### config.mk
export PLATFORM = sky130hd
export DESIGN_NAME = spi_slave_param
export DESIGN_NICKNAME = d
export VERILOG_FILES = /design/src/rtl/spi_slave_param_pkg.sv /design/src/rtl/spi_slave_param_shift_reg.sv /design/src/rtl/spi_slave_param.sv
export SDC_FILE = /design/constraint.sdc
export NUM_CORES = 1
export LEC_CHECK = 0
export CORE_MARGIN = 3
export CORE_UTILIZATION = 59
export CTS_CLUSTER_DIAMETER = 30
export CTS_CLUSTER_SIZE = 8
export DETAILED_ROUTE_END_ITERATION = 7
export PLACE_DENSITY = 0.86
export RECOVER_POWER = 50
export SYNTH_ARGS = -nofsm -noshare
export SYNTH_HDL_FRONTEND = slang
export SYNTH_SLANG_ARGS = --single-unit
### constraint.sdc
create_clock -name clk -period 4.2 [get_ports clk]
set_input_delay 0.84 -clock clk [delete_from_list [all_inputs] [get_ports clk]]
set_output_delay 0.84 -clock clk [all_outputs]
set_load 0.02 [all_outputs]
### src/rtl/spi_slave_param_pkg.sv
// Shared types and constants for the parametrised SPI slave front end.
package spi_slave_param_pkg;

   typedef enum logic [2:0] {
      IDLE,
      CHK_CMD,
      WRITE,
      READ_ADD,
      READ_DATA,
      TX_WAIT,
      TX_SHIFT
   } spi_state_e;

   localparam logic [1:0] OP_WR_ADDR = 2'b00;
   localparam logic [1:0] OP_WR_DATA = 2'b01;
   localparam logic [1:0] OP_RD_ADDR = 2'b10;
   localparam logic [1:0] OP_RD_DATA = 2'b11;

   // Saturating 8-bit increment for the status counters.
   function automatic logic [7:0] sat_inc8(input logic [7:0] v);
      return (v == 8'hFF) ? v : v + 8'd1;
   endfunction

endpackage

### src/rtl/spi_slave_param_shift_reg.sv
// Serial-in / serial-out shifter (MSB first) with parallel load and bit counter.
module spi_shift_reg
   import spi_slave_param_pkg::*;
#(
   parameter int unsigned W = 8
) (
   input  logic                   clk,
   input  logic                   rst,
   input  logic                   i_clear,
   input  logic                   i_load,
   input  logic [W-1:0]           i_load_data,
   input  logic                   i_shift,
   input  logic                   i_sin,
   output logic [W-1:0]           o_data,
   output logic [$clog2(W+1)-1:0] o_cnt
);

   localparam int unsigned CW = $clog2(W + 1);

   logic [W-1:0]  r_data;
   logic [CW-1:0] r_cnt;

   // Clear only restarts the count; the data word is left for the owner to ignore.
   always_ff @(posedge clk) begin
      if (rst) begin
         r_data <= '0;
         r_cnt  <= '0;
      end else if (i_clear) begin
         r_cnt  <= '0;
      end else if (i_load) begin
         r_data <= i_load_data;
         r_cnt  <= '0;
      end else if (i_shift) begin
         r_data <= W'({r_data, i_sin});
         r_cnt  <= r_cnt + CW'(1);
      end
   end

   assign o_data = r_data;
   assign o_cnt  = r_cnt;

endmodule

### src/rtl/spi_slave_param.sv
// Parametrised SPI slave: frames {opcode, payload} into rx_data and returns RAM read data on MISO.
// Optional status counters (abort_cnt, timeout_cnt) are built when SPI_SLAVE_STATUS_EN is defined.
module spi_slave_param
   import spi_slave_param_pkg::*;
#(
   parameter int unsigned DATA_W     = 8,
   parameter int unsigned TX_TIMEOUT = 16,
   parameter logic        MISO_IDLE  = 1'b0
) (
   input  logic              clk,
   input  logic              rst,
   input  logic              SS_n,
   input  logic              MOSI,
   output logic              MISO,
   output logic [DATA_W+1:0] rx_data,
   output logic              rx_valid,
   input  logic [DATA_W-1:0] tx_data,
   input  logic              tx_valid,
   output logic              frame_abort,
   output logic              tx_timeout
`ifdef SPI_SLAVE_STATUS_EN
   ,
   output logic [7:0]        abort_cnt,
   output logic [7:0]        timeout_cnt
`endif
);

   localparam int unsigned RX_W = DATA_W + 2;
   localparam int unsigned RCW  = $clog2(RX_W + 1);
   localparam int unsigned TCW  = $clog2(DATA_W + 1);
   localparam int unsigned TW   = $clog2(TX_TIMEOUT + 1);

   spi_state_e        r_state;
   logic              r_done;
   logic              r_rd_addr_seen;
   logic [TW-1:0]     r_wait_cnt;
   logic              r_miso;
   logic [RX_W-1:0]   r_rx_data;
   logic              r_rx_valid;
   logic              r_frame_abort;
   logic              r_tx_timeout;

   logic              w_in_rx;
   logic              w_rx_shift;
   logic              w_rx_clear;
   logic              w_rx_last;
   logic [RX_W-1:0]   w_rx_sh;
   logic [RX_W-1:0]   w_rx_word;
   logic [RCW-1:0]    w_rx_cnt;
   logic              w_tx_load;
   logic              w_tx_shift;
   logic              w_tx_clear;
   logic [DATA_W-1:0] w_tx_sh;
   logic [TCW-1:0]    w_tx_cnt;
   logic              w_tx_unused;

   assign w_in_rx    = (r_state == WRITE) || (r_state == READ_ADD) || (r_state == READ_DATA);
   assign w_rx_shift = w_in_rx && !r_done && !SS_n;
   assign w_rx_clear = SS_n || (r_state == IDLE);
   assign w_rx_last  = (w_rx_cnt == RCW'(RX_W - 1));
   assign w_rx_word  = RX_W'({w_rx_sh, MOSI});

   assign w_tx_load  = (r_state == TX_WAIT) && !r_done && !SS_n && tx_valid;
   assign w_tx_shift = (r_state == TX_SHIFT) && !r_done && !SS_n;
   assign w_tx_clear = SS_n || (r_state == IDLE);
   assign w_tx_unused = ^w_tx_sh;

   spi_shift_reg #(.W(RX_W)) u_rx_shift (
      .clk         (clk),
      .rst         (rst),
      .i_clear     (w_rx_clear),
      .i_load      (1'b0),
      .i_load_data ('0),
      .i_shift     (w_rx_shift),
      .i_sin       (MOSI),
      .o_data      (w_rx_sh),
      .o_cnt       (w_rx_cnt)
   );

   // The MSB goes straight to MISO on the latch edge, so the shifter holds the remaining bits.
   spi_shift_reg #(.W(DATA_W)) u_tx_shift (
      .clk         (clk),
      .rst         (rst),
      .i_clear     (w_tx_clear),
      .i_load      (w_tx_load),
      .i_load_data (DATA_W'({tx_data, 1'b0})),
      .i_shift     (w_tx_shift),
      .i_sin       (1'b0),
      .o_data      (w_tx_sh),
      .o_cnt       (w_tx_cnt)
   );

   // r_done marks a frame that has finished its work; SS_n rising before that is an abort.
   always_ff @(posedge clk) begin
      if (rst) begin
         r_state        <= IDLE;
         r_done         <= 1'b0;
         r_rd_addr_seen <= 1'b0;
         r_wait_cnt     <= '0;
         r_miso         <= MISO_IDLE;
         r_rx_data      <= '0;
         r_rx_valid     <= 1'b0;
         r_frame_abort  <= 1'b0;
         r_tx_timeout   <= 1'b0;
      end else begin
         r_rx_valid    <= 1'b0;
         r_frame_abort <= 1'b0;
         r_tx_timeout  <= 1'b0;
         if ((r_state != IDLE) && SS_n) begin
            r_state       <= IDLE;
            r_done        <= 1'b0;
            r_wait_cnt    <= '0;
            r_miso        <= MISO_IDLE;
            r_frame_abort <= !r_done;
         end else begin
            case (r_state)
               IDLE: begin
                  r_done     <= 1'b0;
                  r_wait_cnt <= '0;
                  r_miso     <= MISO_IDLE;
                  if (!SS_n) r_state <= CHK_CMD;
               end
               CHK_CMD: begin
                  if (!MOSI)               r_state <= WRITE;
                  else if (!r_rd_addr_seen) r_state <= READ_ADD;
                  else                     r_state <= READ_DATA;
               end
               WRITE, READ_ADD, READ_DATA: begin
                  if (!r_done && w_rx_last) begin
                     r_rx_data  <= w_rx_word;
                     r_rx_valid <= 1'b1;
                     if (r_state == READ_DATA) begin
                        r_rd_addr_seen <= 1'b0;
                        r_wait_cnt     <= '0;
                        r_state        <= TX_WAIT;
                     end else begin
                        r_done <= 1'b1;
                        if (r_state == READ_ADD) r_rd_addr_seen <= 1'b1;
                     end
                  end
               end
               TX_WAIT: begin
                  if (!r_done) begin
                     if (tx_valid) begin
                        r_state <= TX_SHIFT;
                        r_miso  <= tx_data[DATA_W-1];
                        r_done  <= (DATA_W == 1);
                     end else if (r_wait_cnt == TW'(TX_TIMEOUT - 1)) begin
                        r_tx_timeout <= 1'b1;
                        r_done       <= 1'b1;
                        r_miso       <= MISO_IDLE;
                     end else begin
                        r_wait_cnt <= r_wait_cnt + TW'(1);
                     end
                  end
               end
               TX_SHIFT: begin
                  if (!r_done) begin
                     r_miso <= w_tx_sh[DATA_W-1];
                     if (w_tx_cnt == TCW'(DATA_W - 2)) r_done <= 1'b1;
                  end else begin
                     r_miso <= MISO_IDLE;
                  end
               end
               default: r_state <= IDLE;
            endcase
         end
      end
   end

   assign MISO        = r_miso;
   assign rx_data     = r_rx_data;
   assign rx_valid    = r_rx_valid;
   assign frame_abort = r_frame_abort;
   assign tx_timeout  = r_tx_timeout;

`ifdef SPI_SLAVE_STATUS_EN
   logic [7:0] r_abort_cnt;
   logic [7:0] r_timeout_cnt;

   // Counters follow the registered strobes, one cycle behind them.
   always_ff @(posedge clk) begin
      if (rst) begin
         r_abort_cnt   <= '0;
         r_timeout_cnt <= '0;
      end else begin
         if (r_frame_abort) r_abort_cnt   <= sat_inc8(r_abort_cnt);
         if (r_tx_timeout)  r_timeout_cnt <= sat_inc8(r_timeout_cnt);
      end
   end

   assign abort_cnt   = r_abort_cnt;
   assign timeout_cnt = r_timeout_cnt;
`endif

endmodule

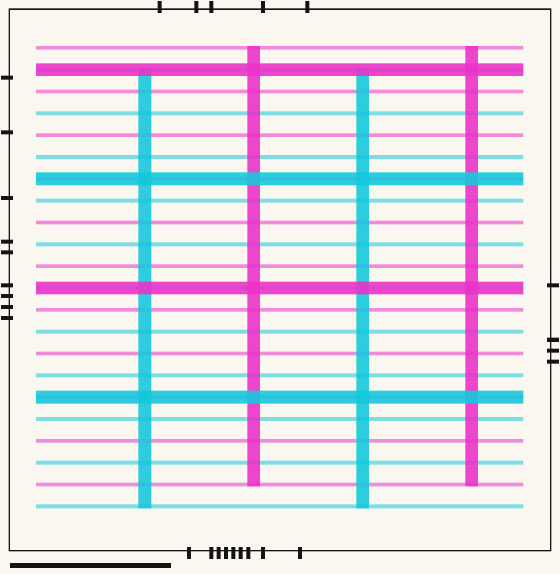
run_1/pdn.png
The bar under the picture is 20 microns long. Pins as bars on the die edge.
legend:
  magenta:
    net: VDD
  cyan:
    net: VSS
met4 straps: 4
rows: 21
met5 straps: 4
met1 rails: 22

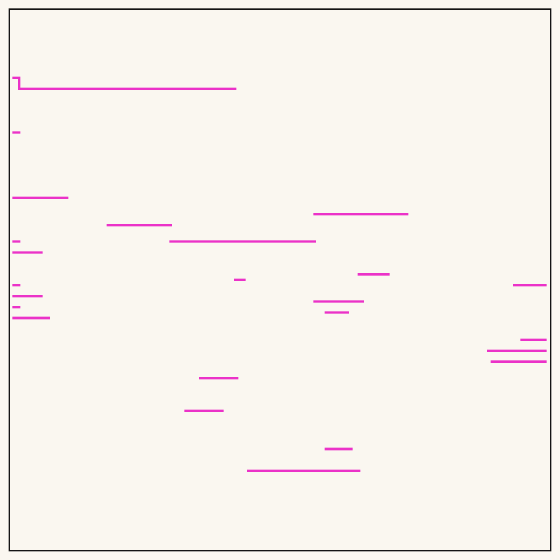
run_1/met3.png
longest straight run: 26.9 microns
main direction: horizontal
nets with wire on the layer: 20
wire length on this layer: 147 microns
via count of the routed design: 1,776
final routed wirelength across all metal layers: 4380 microns
routing usage on met3: 0.0516

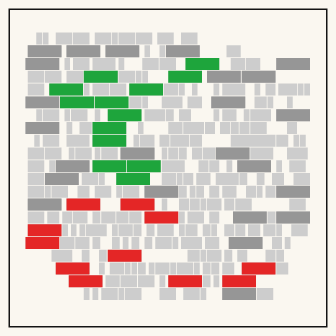
run_1/hierarchy.png
Other sequential cells in the stronger grey, the rest of the logic in the fainter grey.
legend:
  red:
    scope: `u_tx_shift`
    sequential_cells: 11
  green:
    scope: `u_rx_shift`
    sequential_cells: 13
not coloured: 24

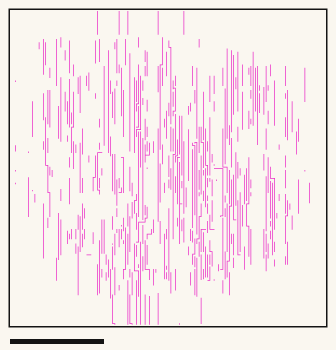
run_1/met2.png
The bar under the picture is 20 microns long.
main direction: vertical
share of all routed wire: 47%
longest straight run: 21.8 microns
nets with wire on the layer: 233

[run 1: cells by family after synthesis]
logic type,after synthesis,share of synthesized area
AND/OR/NAND/NOR,101,0.229
multiplexers,22,0.100
XOR/XNOR,7,0.0277
flip-flops,48,0.434
adder cells (fa/ha/maj),6,0.0339
buffers and inverters,25,0.0446
AND-OR/OR-AND,37,0.131
[run 1: routing by layer]
layer	routed length (microns)	share of wire
met5	0	0
met1	2150	0.49
met4	23	0.0053
met2	2050	0.47
met3	147	0.034
[run 1: power by group through the flow]
stage          Sequential, W  Clock, W  Combinational, W
3_3_place_gp        0.000486         0         0.0000766
2_1_floorplan       0.000473         0         0.0000651
4_1_cts             0.000476  0.000283         0.0000787
5_1_grt             0.000479  0.000304         0.0000865
6_report            0.000476  0.000276         0.0000783
3_5_place_dp        0.000486         0         0.0000778
==> run summary, run 1 <==
This note records the results obtained with Yosys and OpenROAD.

Status
The flow ran to the end, and the final reports show no timing, DRC or antenna violations.

Worst setup path
The critical path in this run is classified as input port to flop. The launching element of the worst setup path is SS_n. The termination of the worst setup path is u_tx_shift.o_data[1]$_SDFFE_PP0P_. The kind of start point of the critical path is an input port. The cell type of the slowest stage on the worst timing path is or4b_2. The timing report gives the biggest stage delay along the critical path as 0.73 ns.

Pwr
The clock share of power is 0.332. The switching component of the power was reported as 0.000216 W. The power report puts the leakage power at 1.12 nW. The power report attributes to the combinational group a share of 0.094.

Final layout
The layout report gives the register share of total cell area as 0.370. The most common logic cells in the final layout are dfxtp_1 (48), nor2_1 (45), mux2i_1 (21). In the final layout, excluding clock inverters the inverter count is 11. The post-route utilization of the core is recorded as 0.748. The final instance area is 0.00259 sq mm. The final cell count without fillers is 316. Multi-input logic gates represent a cell area share of 0.445.

Clock buffers in the final layout number 5.

Detailed routing
The DRC violation total left in the routed layout is recorded as 0. The remaining antenna violation count after routing is 0. The first TritonRoute pass finished after 4 iterations.

Final timing
In this run the tightest slew margin relative to its limit is 0.441. The last timing report of the flow puts the setup violation total at 0. The final hold violation count recorded for this run is 0. The final timing report lists clock skew as 0.00746 ns.

CTS
TritonCTS built the clock tree. The sink count of the clock tree is 48. The clock transition at the registers of the reported paths is 0.09 ns. Hold repair after CTS inserted 0 buffers. Looking at the clock tree report, the root buffer type is clkbuf_8. The number of setup buffers added after CTS is 0.

Placement
The number of input and output port buffers inserted is 26. Including well taps, the total number of placed cells is 308.

Hold path
For the worst min-delay path, the startpoint reported by OpenROAD is u_tx_shift.o_data[1]$_SDFFE_PP0P_. The endpoint with the worst hold slack is u_tx_shift.o_data[1]$_SDFFE_PP0P_.

Yosys
According to the Yosys statistics, the synthesized design has a chip area of 0.00221 sq mm. The post-synth count of flops with an enable pin is 0. The average cell area after synthesis is 9.00 sq um.

Global route
For this run, the total global-route usage over all layers was measured as 0.216. met2 track demand over resource after global routing is 0.334. Global routing put the most usage on met2. The via count of the first global-routing pass is 1,598.

Floorplan
Measured along the y axis, the die boundary spans 67.3 microns. The core box area is 0.00347 sq mm. In this run the horizontal extent of the chip is 67.3 microns.

The share of the core area taken by cells at floorplan is 0.639.

Run
In this run the tools logged warnings totalling 28.
==> run 2, diff against run 1 <==
--- a/config.mk
+++ b/config.mk
@@ -6,11 +6,11 @@
 export NUM_CORES = 1
 export LEC_CHECK = 0
 export CORE_MARGIN = 3
-export CORE_UTILIZATION = 59
+export CORE_UTILIZATION = 55
 export CTS_CLUSTER_DIAMETER = 30
 export CTS_CLUSTER_SIZE = 8
 export DETAILED_ROUTE_END_ITERATION = 7
-export PLACE_DENSITY = 0.86
+export PLACE_DENSITY = 0.81
 export RECOVER_POWER = 50
 export SYNTH_ARGS = -nofsm -noshare
 export SYNTH_HDL_FRONTEND = slang
==> constraint.sdc (replaced) <==
create_clock -name clk -period 2.8 [get_ports clk]
set_input_delay 0.56 -clock clk [delete_from_list [all_inputs] [get_ports clk]]
set_output_delay 0.56 -clock clk [all_outputs]
set_load 0.02 [all_outputs]
==> run 2 against run 1 <==
Clock skew shrank 0.0026 ns; critical path type is now flop to flop; utilization down 4.2 points; via count up 2.8%; clock power is 120% higher.
==> run summary, run 2 <==
This note records the results obtained with Yosys and OpenROAD.

Status
The run finished with clean final reports.

CTS
The TritonCTS clock tree is yes.

Final timing
The largest clock skew in the final design was 0.00482 ns (-0.00264 ns). The final tally of setup violations is 0 (unchanged).

Pwr
The clock share of power is 0.418 (+0.086).

Yosys
The adder and majority cell fraction of the synthesized area is 0.0339 (unchanged). Yosys shows that the main logic family after synthesis is simple AND/OR/NAND/NOR gates. The number of synthesized flops with an enable pin was 0 (unchanged). The post-synthesis simple-gate area fraction is 0.229 (unchanged). The average cell area after synthesis is 9.00 sq um (unchanged).

The compound-cell area share of the yosys netlist was 0.131 (unchanged).

Global route
The global-route usage over all layers is 0.198 (-0.0175). The via count of the first global-routing pass is 1,703 (+6.6%). The most utilized layer in the global route result is met2.

Floorplan
The width of the die is 69.5 microns (+3.3%).

Final layout
The post-route core utilization is 0.706 (-0.0418). The inverter count of the layout excluding clock inverters was 11 (unchanged). The proportion of cell area occupied by multi-input gates is 0.432 (-0.0134). The sequential fraction of total cell area is 0.361 (-0.00957). The final instance area was 0.00266 sq mm (+2.7%).

Worst setup path
The kind of start point of the critical path is a flop. The startpoint-to-endpoint class of the critical path is flop to flop.

Detailed routing
The count of TritonRoute iterations in the first routing pass came to 4 (unchanged). The number of design rule violations left after detail routing is 0 (unchanged).
[run 2: through the flow]
| step | cells | power (W) | hold slack [ns] |
|---|---|---|---|
| 2_1_floorplan | 246 | 0.000808 | 0.444 |
| 3_3_place_gp | 314 | 0.000849 | 0.453 |
| 3_5_place_dp | 314 | 0.000850 | 0.465 |
| 4_1_cts | 322 | 0.00144 | 0.479 |
| 5_1_grt | 322 | 0.00148 | 0.508 |
| 6_report | 322 | 0.00144 | 0.477 |
[run 2: critical path, stage by stage (launching register included)]
cell and delay [ns]:
dfxtp_1 0.35, ha_1 0.23, and3_1 0.19, ha_1 0.22, or4b_4 0.53, a221oi_4 0.42, nand4_1 0.17, mux2_1 0.32
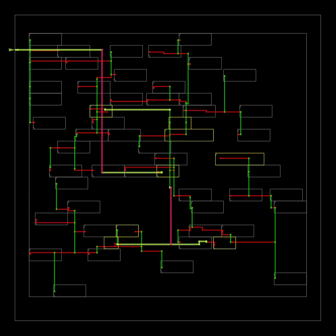
run_2/final_clocks.png
flop count: 48
Layout clock buffers: 5
number of clock sinks: 48

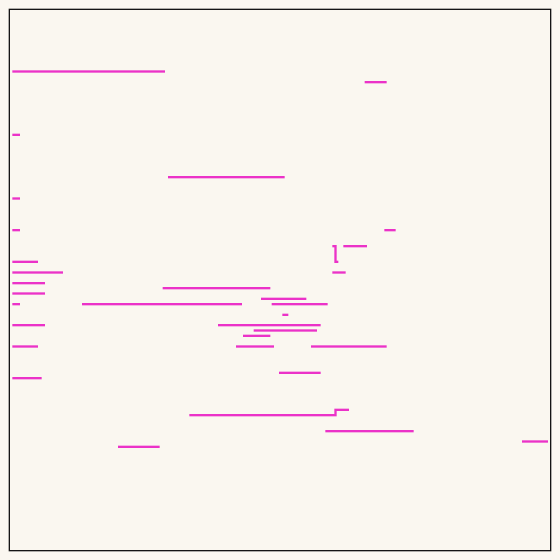
run_2/met3.png
nets with wire on the layer: 27
share of all routed wire: 4.4%
longest straight run: 20.2 microns
via count of the routed design: 1,825
final routed wirelength across all metal layers: 4640 microns
routing usage on met3: 0.0464

==> run 3, diff against run 2 <==
--- a/config.mk
+++ b/config.mk
@@ -7,7 +7,6 @@
 export LEC_CHECK = 0
 export CORE_MARGIN = 3
 export CORE_UTILIZATION = 55
-export CTS_CLUSTER_DIAMETER = 30
 export CTS_CLUSTER_SIZE = 8
 export DETAILED_ROUTE_END_ITERATION = 7
 export PLACE_DENSITY = 0.81
==> run 3 against run 2 <==
Clock-buffer cell count is the same; cell area did not move; flip-flop count stayed put; synthesized cell count unchanged; clock skew unchanged; clock power is essentially flat; critical path depth unchanged.
==> run summary, run 3 <==
This note records the results obtained with Yosys and OpenROAD.

Final layout
The final cell count without fillers was 322 (unchanged). The proportion of cell area occupied by multi-input gates is 0.432 (unchanged). The sequential fraction of total cell area is 0.361 (unchanged). The post-route core utilization is 0.706 (unchanged). The number of sequential cells in the layout is 48 (unchanged).

The inverter count of the layout excluding clock inverters is 11 (unchanged). The clock buffer instance count of the final layout was 5 (unchanged).

Worst setup path
STA classifies the critical path startpoint as a flop. The data arrival time of the critical path is 2.73 ns.

Global route
The global-route usage over all layers came to 0.198 (unchanged). The via count of the first global-routing pass came to 1,703 (unchanged).

Detailed routing
The count of TritonRoute iterations in the first routing pass came to 4 (unchanged). The number of design rule violations left after detail routing is 0 (unchanged).

Final timing
The final tally of setup violations came to 0 (unchanged). The relative max-transition margin is 0.484. The largest clock skew in the final design is 0.00482 ns (unchanged).

CTS
The sink count of the clock tree is 48 (unchanged). The TritonCTS clock tree is yes. The CTS report gives the tree buffer count as 5.

Floorplan
The width of the die is 69.5 microns (unchanged).

Pwr
The static leakage is 1.17 nW. In this run, power in combinational logic comes to 0.000122 W. The clock share of power is 0.418 (about the same).

Placement
The number of cells in the design after placement is 314 (unchanged).

Status
The flow ran to the end, and the final reports show no timing, DRC or antenna violations.

Yosys
The average cell area after synthesis is 9.00 sq um (unchanged). The post-synthesis simple-gate area fraction is 0.229 (unchanged). The number of synthesized flops with an enable pin came to 0 (unchanged). Yosys shows that the main logic family after synthesis is simple AND/OR/NAND/NOR gates. The adder and majority cell fraction of the synthesized area came to 0.0339 (unchanged).

The synthesized netlist contains 45 unique library cells.

Hold path
The beginning of the worst hold path is u_tx_shift.o_data[1]$_SDFFE_PP0P_.
run 3: per-stage QoR:
step                      hold slack (ns)  cell area [sq um]  worst slack [ns]  total power [W]
after global placement              0.453               2540             0.265         0.000849
after CTS                           0.479               2680             0.280          0.00144
after global routing                0.508               2660             0.178          0.00148
after floorplan                     0.444               2210             0.437         0.000808
after detailed placement            0.465               2540             0.222         0.000850
final                               0.477               2660             0.270          0.00144
run 3: worst max-delay path, stage by stage, from the launching register on:
cell and delay, ns:
dfxtp_1 0.35, ha_1 0.23, and3_1 0.19, ha_1 0.22
or4b_4 0.53, a221oi_4 0.42, nand4_1 0.17, mux2_1 0.32
run 3: routing by layer:
layer,vias to the layer above,share of wire,global-route usage
met5,-,0,0
met4,0,0.016,0.0629
met3,7,0.044,0.0464
met2,47,0.48,0.314
met1,853,0.46,0.268
li1,918,-,-
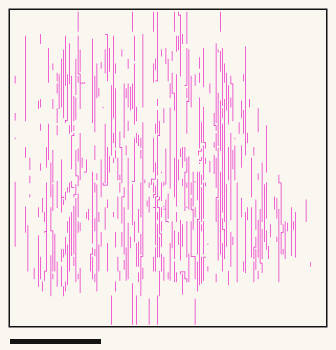
run_3/met2.png
The bar under the picture is 20 microns long.
longest straight run: 29.4 microns
main direction: vertical
wire length on this layer: 2,230 microns
nets with wire on the layer: 240
share of all routed wire: 48%

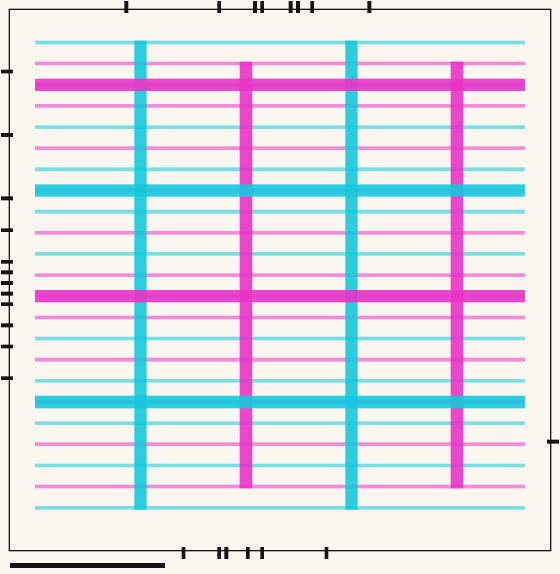
run_3/pdn.png
The bar under the picture is 20 microns long. Pins as bars on the die edge.
legend:
  cyan:
    net: VSS
  magenta:
    net: VDD
met1 rails: 23
met4 straps: 4
rows: 22
signal pins: 27

No activity file was given, so power comes from the tool's default toggle rates.
